Fig. 1: run 1, floorplan with the power grid
Scale bar: 20 um. Pins as bars on the die edge.
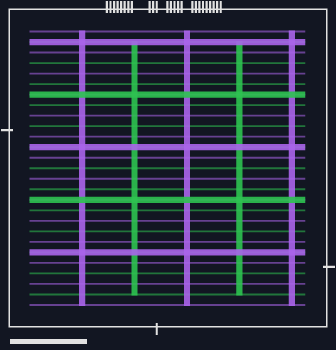
Fig. 2: run 1, cells coloured by class
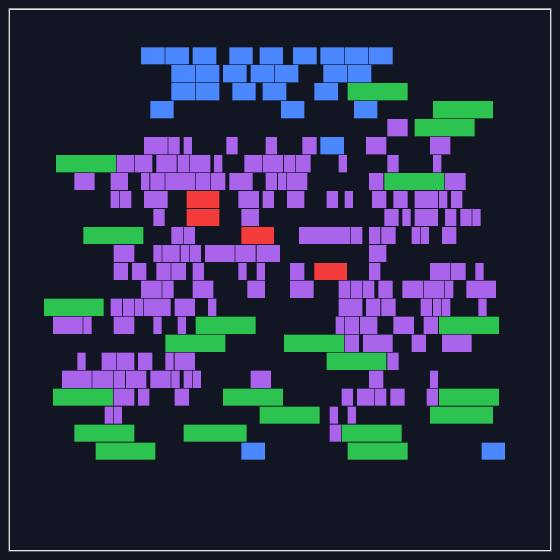
Fig. 3: run 1, clock wires, drivers and flops
Scale bar: 20 um.
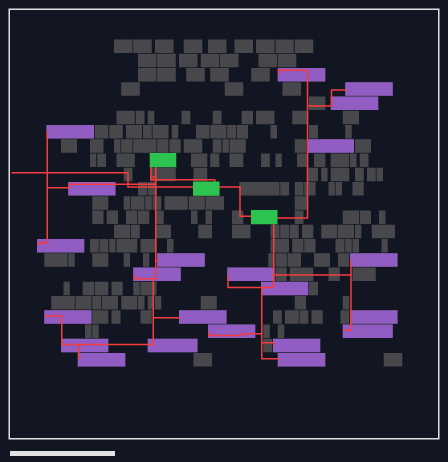
[config.mk]
export PLATFORM = sky130hd
export DESIGN_NAME = vga_core
export DESIGN_NICKNAME = d
export VERILOG_FILES = /design/src/rtl/vga_core.sv
export SDC_FILE = /design/constraint.sdc
export NUM_CORES = 1
export LEC_CHECK = 0
export CAP_MARGIN = 20
export CORE_MARGIN = 5
export CORE_UTILIZATION = 35
export DETAILED_ROUTE_END_ITERATION = 16
export PLACE_DENSITY = 0.55
export SYNTH_ARGS = -nofsm -noshare
export SYNTH_HDL_FRONTEND = slang
export SYNTH_SLANG_ARGS = --single-unit
[constraint.sdc]
create_clock -name clock_25 -period 7 [get_ports clock_25]
set_clock_uncertainty 0.05 [all_clocks]
set_input_delay 0.7 -clock clock_25 [delete_from_list [all_inputs] [get_ports clock_25]]
set_output_delay 0.7 -clock clock_25 [all_outputs]
set_load 0.1 [all_outputs]
[src/rtl/vga_core.sv]
// vga_core: 640x480@60 Hz VGA timing generator with a colour-bar test pattern.
//
// Ports:
//   clock_25  in   25 MHz pixel clock, one pixel per rising edge
//   reset_key in   asynchronous active-high reset
//   vga_hs    out  horizontal sync, active low, registered
//   vga_vs    out  vertical sync, active low, registered
//   vga_r/g/b out  8-bit colour channels, decoded combinationally from the
//                  current counters (zero during blanking and during reset)
//
// pixel_x / pixel_y are the current beam position and are probed by name.
module vga_core #(
    parameter int unsigned H_ACTIVE = 640,
    parameter int unsigned H_FP     = 16,
    parameter int unsigned H_SYNC   = 96,
    parameter int unsigned H_BP     = 48,
    parameter int unsigned V_ACTIVE = 480,
    parameter int unsigned V_FP     = 10,
    parameter int unsigned V_SYNC   = 2,
    parameter int unsigned V_BP     = 33
) (
    input  logic       clock_25,
    input  logic       reset_key,
    output logic       vga_hs,
    output logic       vga_vs,
    output logic [7:0] vga_r,
    output logic [7:0] vga_g,
    output logic [7:0] vga_b
);

    localparam logic [9:0] H_LAST     = 10'(H_ACTIVE + H_FP + H_SYNC + H_BP - 1);
    localparam logic [9:0] V_LAST     = 10'(V_ACTIVE + V_FP + V_SYNC + V_BP - 1);
    localparam logic [9:0] H_SYNC_BEG = 10'(H_ACTIVE + H_FP);
    localparam logic [9:0] H_SYNC_END = 10'(H_ACTIVE + H_FP + H_SYNC - 1);
    localparam logic [9:0] V_SYNC_BEG = 10'(V_ACTIVE + V_FP);
    localparam logic [9:0] V_SYNC_END = 10'(V_ACTIVE + V_FP + V_SYNC - 1);
    localparam logic [9:0] H_ACT      = 10'(H_ACTIVE);
    localparam logic [9:0] V_ACT      = 10'(V_ACTIVE);
    localparam logic [9:0] H_ACT_LAST = 10'(H_ACTIVE - 1);
    localparam logic [9:0] V_ACT_LAST = 10'(V_ACTIVE - 1);

    logic [9:0] pixel_x_q, pixel_x_d;
    logic [9:0] pixel_y_q, pixel_y_d;
    logic       hs_q, hs_d;
    logic       vs_q, vs_d;

    logic [9:0] pixel_x;
    logic [9:0] pixel_y;
    assign pixel_x = pixel_x_q;
    assign pixel_y = pixel_y_q;

    // Counter advance; sync levels are derived from the *next* position so
    // the registered sync lines up with the counters in the same cycle.
    always_comb begin
        pixel_x_d = pixel_x_q + 10'd1;
        pixel_y_d = pixel_y_q;
        if (pixel_x_q == H_LAST) begin
            pixel_x_d = '0;
            if (pixel_y_q == V_LAST) begin
                pixel_y_d = '0;
            end else begin
                pixel_y_d = pixel_y_q + 10'd1;
            end
        end
        hs_d = !((pixel_x_d >= H_SYNC_BEG) && (pixel_x_d <= H_SYNC_END));
        vs_d = !((pixel_y_d >= V_SYNC_BEG) && (pixel_y_d <= V_SYNC_END));
    end

    always_ff @(posedge clock_25 or posedge reset_key) begin
        if (reset_key) begin
            pixel_x_q <= '0;
            pixel_y_q <= '0;
            hs_q      <= 1'b1;
            vs_q      <= 1'b1;
        end else begin
            pixel_x_q <= pixel_x_d;
            pixel_y_q <= pixel_y_d;
            hs_q      <= hs_d;
            vs_q      <= vs_d;
        end
    end

    assign vga_hs = hs_q;
    assign vga_vs = vs_q;

    // Pattern decode. Bar index is x/80, computed as x[9:4]/5.
    logic       video_on;
    logic       border;
    logic [5:0] bar_idx;
    logic [2:0] rgb;

    always_comb begin
        video_on = (pixel_x_q < H_ACT) && (pixel_y_q < V_ACT);
        border   = (pixel_x_q == '0) || (pixel_x_q == H_ACT_LAST) ||
                   (pixel_y_q == '0) || (pixel_y_q == V_ACT_LAST);
        bar_idx  = pixel_x_q[9:4] / 6'd5;
        rgb      = 3'b000;
        case (bar_idx)
            6'd0:    rgb = 3'b111; // white
            6'd1:    rgb = 3'b110; // yellow
            6'd2:    rgb = 3'b011; // cyan
            6'd3:    rgb = 3'b010; // green
            6'd4:    rgb = 3'b101; // magenta
            6'd5:    rgb = 3'b100; // red
            6'd6:    rgb = 3'b001; // blue
            default: rgb = 3'b000; // black
        endcase
        if (border) begin
            rgb = 3'b111;
        end
        // Reset gates the colour directly so the DAC sees black immediately.
        if (!video_on || reset_key) begin
            rgb = 3'b000;
        end
    end

    assign vga_r = {8{rgb[2]}};
    assign vga_g = {8{rgb[1]}};
    assign vga_b = {8{rgb[0]}};

endmodule

==> impl_metrics.py, run 1 <==
# Auto-generated metrics
metrics = {
    "run_status": {
        "outcome": "finished clean",
    },
    "final_layout": {
        "logic_area_um2": 991.0,
        "clock_area_share_pct": 2.776,
        "drive_above_1_share_pct": 4.762,
        "syn_to_final_growth_pct": 10.15,
        "layout_top_cell": "clkdlybuf4s50_1",
    },
    "place": {
        "dp_hpwl_um": 2817,
    },
    "critical_path": {
        "cp_slowest_cell": "clkdlybuf4s50_1",
        "max_stage_delay_ps": 1240,
        "cp_num_buf_inv": 2,
        "cp_data_arrival_time_ps": 4090,
    },
    "clocking": {
        "clockRootBuffer": "clkbuf_8",
    },
    "sta": {
        "slew_violations": 0,
        "setup_viol": 0,
    },
    "global_routing": {
        "grt_pass1_wl_um": 6320,
        "gr-usage-met1_pct": 15.81,
        "grtUsageMet2_pct": 20.52,
        "grt_max_degree": 23,
    },
    "yosys": {
        "synth.area.mux_share_pct": 0.5559,
        "fp_nets": 226,
        "top_area_cell": "dfrtp_1",
        "ys_seq_elements": 22,
        "simple_gate_area_share_pct": 28.91,
        "edf_count": 0,
    },
    "route": {
        "drc": 0,
        "via_per_inst": 5.211,
        "wl_per_cell_um": 13.74,
    },
    "power": {
        "p_switching_mw": 0.1040,
        "pwr-share-comb_pct": 24.9,
        "seq_power_mw": 0.127,
        "power_density_mw_per_mm2": 147.9,
        "sw_frac_of_total_pct": 35.45,
    },
    "min_path": {
        "hp-class": "flop to flop",
        "min_from": "pixel_x[0]$_DFF_PP0_",
    },
    "die": {
        "pin_count": 28,
    },
}
## Picture notes: Fig. 1
Key: VSS = purple; VDD = green
The core has 26 rows. 27 met1 rails follow the rows.
Peak VDD IR: 0.05896 mV
Die Height: 81.73 um
Die Width: 81.73 um
Core ar.: 0.005042 mm^2

## Picture notes: Fig. 2
Key: remaining logic cells = purple [cells 157, share of their area 54%]; clock drivers and dummy loads = red [cells 4, share of their area 2.9%]; registers = green [cells 22, share of their area 29%]; remaining buffers and delay cells = blue [cells 27, share of their area 14%]
flop share of the area: 27.89%
row cnt: 26
fin area: 0.001983 mm^2
post-route core utilization: 39.33%

## Picture notes: Fig. 3
Key: clock wires = red [length 326 um]; clock-net drivers = green [count 3]; flip-flops = purple [count 22]
There are 4 routed clock nets.
clock share of power: 31.8%
clk ins delay skew pair: 260 ps
P_clk: 0.0934 mW

--- run 2 (diff from run 1) ---
--- a/config.mk
+++ b/config.mk
@@ -9,7 +9,7 @@
 export CORE_MARGIN = 5
 export CORE_UTILIZATION = 35
 export DETAILED_ROUTE_END_ITERATION = 16
-export PLACE_DENSITY = 0.55
+export PLACE_DENSITY = 0.57
 export SYNTH_ARGS = -nofsm -noshare
 export SYNTH_HDL_FRONTEND = slang
 export SYNTH_SLANG_ARGS = --single-unit
==> constraint.sdc (replaced) <==
create_clock -name clock_25 -period 3.87 [get_ports clock_25]
set_clock_uncertainty 0.05 [all_clocks]
set_input_delay 0.387 -clock clock_25 [delete_from_list [all_inputs] [get_ports clock_25]]
set_output_delay 0.387 -clock clock_25 [all_outputs]
set_load 0.1 [all_outputs]
Fig. 4: run 2, floorplan with the power grid
Scale bar: 20 um. Pins as bars on the die edge.
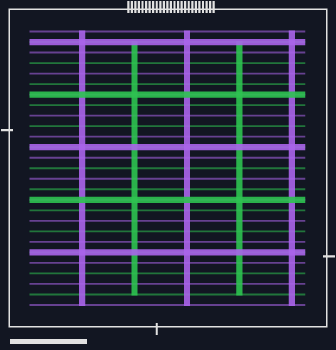
Key: VSS = purple; VDD = green
The core has 26 rows. 27 met1 rails follow the rows. 5 straps on met5.
Peak VDD IR: 0.1229 mV

==> run 2 against run 1 <==
Critical path depth up 1; first-iteration DRC count up 45%; worst setup slack worse by 1800 ps; wire length down 1.6%; sequential share of layout area down 1.0 points; synthesized cell count unchanged; core utilization up 1.5 points; sequential cell count unchanged.
==> impl_metrics.py, run 2 <==
# Auto-generated metrics
metrics = {
    "sta": {
        "setup_viol": 0,
        "slew_violations": 0,
    },
    "global_routing": {
        "gr-usage-met1_pct": 16.04,
        "grt_pass1_wl_um": 6265,
    },
    "die": {
        "pin_count": 28,
        "die_y_um": 81.73,
        "rows": 26,
        "core_mm2": 0.005042,
        "die_w_um": 81.73,
    },
    "critical_path": {
        "cp_slowest_cell": "or4b_2",
        "max_stage_delay_ps": 610,
        "cp_data_arrival_time_ps": 3050,
    },
    "power": {
        "seq_power_mw": 0.230,
        "sw_frac_of_total_pct": 35.03,
        "power_density_mw_per_mm2": 261.3,
        "powerClk_mw": 0.166,
        "clkPwrFrac_pct": 30.9,
        "pwr-share-comb_pct": 26.4,
        "p_switching_mw": 0.1885,
    },
    "yosys": {
        "synth.area.mux_share_pct": 0.5559,
        "top_area_cell": "dfrtp_1",
        "simple_gate_area_share_pct": 28.91,
        "edf_count": 0,
    },
    "min_path": {
        "min_from": "pixel_x[0]$_DFF_PP0_",
    },
    "final_layout": {
        "clock_area_share_pct": 2.673,
        "logic_area_mm2": 0.001005,
        "syn_to_final_growth_pct": 14.39,
    },
    "route": {
        "drc": 0,
        "wl_per_cell_um": 13.37,
    },
    "run_status": {
        "outcome": "finished clean",
    },
    "clocking": {
        "clockRootBuffer": "clkbuf_8",
    },
}
Fig. 5: run 2, cells coloured by class
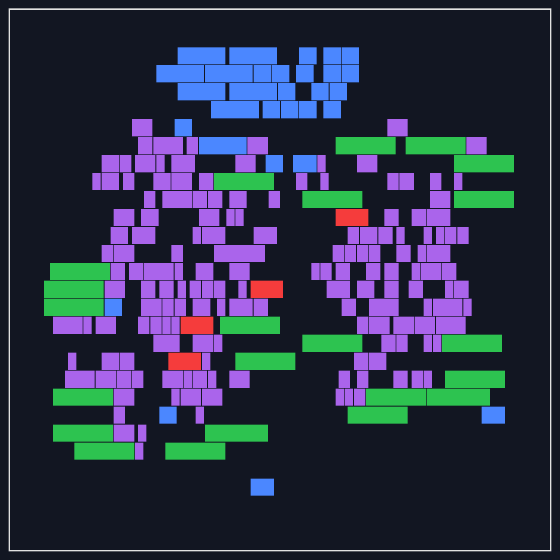
Key: registers = green [cells 22, share of their area 28%]; clock drivers and dummy loads = red [cells 4, share of their area 2.8%]; remaining logic cells = purple [cells 157, share of their area 52%]; remaining buffers and delay cells = blue [cells 30, share of their area 17%]
flop share of the area: 26.85%
fin area: 0.002059 mm^2
post-route core utilization: 40.84%

--- run 3 (diff from run 2) ---
--- a/config.mk
+++ b/config.mk
@@ -10,6 +10,7 @@
 export CORE_UTILIZATION = 35
 export DETAILED_ROUTE_END_ITERATION = 16
 export PLACE_DENSITY = 0.57
+export SLEW_MARGIN = 20
 export SYNTH_ARGS = -nofsm -noshare
 export SYNTH_HDL_FRONTEND = slang
 export SYNTH_SLANG_ARGS = --single-unit
Fig. 6: run 3, clock wires, drivers and flops
Scale bar: 20 um.
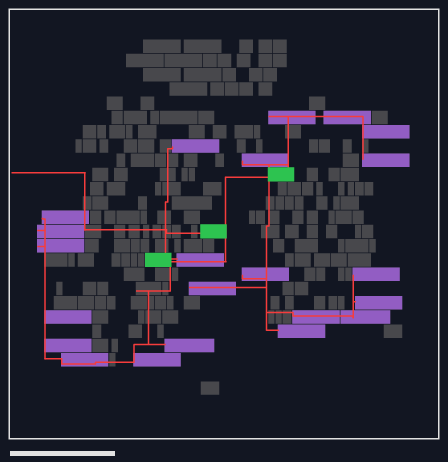
Key: clock-net drivers = green [count 3]; flip-flops = purple [count 22]; clock wires = red [length 324 um]
There are 4 routed clock nets.
clock share of power: 30.9%
P_clk: 0.166 mW

==> run 3 against run 2 <==
Synthesized area unchanged; wire length unchanged; worst setup slack unchanged; total power unchanged; hold slack unchanged; global-route usage unchanged; cell count unchanged; sequential share of layout area unchanged; largest cell class unchanged.
==> impl_metrics.py, run 3 <==
# Auto-generated metrics
metrics = {
    "final_layout": {
        "signal_buffers": 30,
        "sh_seq_area_pct": 26.85,
        "syn_to_final_growth_pct": 14.39,
        "clock_area_share_pct": 2.673,
        "final_util_pct": 40.84,
    },
    "clocking": {
        "clockRootBuffer": "clkbuf_8",
        "clk_latency_ps": 260,
    },
    "global_routing": {
        "grtUsageMet2_pct": 19.39,
        "grt_max_degree": 23,
        "grt_pass1_wl_um": 6265,
        "gr-usage-met1_pct": 16.04,
    },
    "yosys": {
        "ys_seq_elements": 22,
        "fp_nets": 226,
        "synth.area.mux_share_pct": 0.5559,
        "synth.distinct_cells": 52,
        "top_area_cell": "dfrtp_1",
    },
    "die": {
        "die_w_um": 81.73,
        "rows": 26,
        "core_mm2": 0.005042,
    },
    "critical_path": {
        "max_stage_delay_ps": 610,
        "cp_num_buf_inv": 3,
        "endpoint": "vga_b[0]",
        "cp_data_arrival_time_ps": 3050,
        "cp_slowest_cell": "or4b_2",
    },
    "power": {
        "pwr-share-comb_pct": 26.4,
        "peakVddDrop_mv": 0.1229,
        "p_switching_mw": 0.1885,
        "sw_frac_of_total_pct": 35.03,
    },
    "sta": {
        "slew_violations": 0,
        "rsz0062_at_grt": "no",
        "setup_viol": 0,
    },
    "min_path": {
        "hp-class": "flop to flop",
    },
    "place": {
        "dp_hpwl_um": 2808,
    },
    "route": {
        "drc": 0,
        "via_per_inst": 5.018,
    },
    "run_status": {
        "outcome": "finished clean",
    },
}
Fig. 7: run 3, floorplan with the power grid
Scale bar: 20 um. Pins as bars on the die edge.
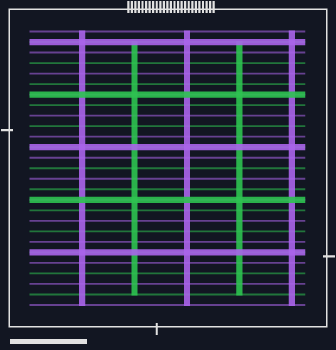
Key: VSS = purple; VDD = green
The core has 26 rows. 5 straps on met4. 27 met1 rails follow the rows.

Power is estimated from default activity; no workload was simulated.
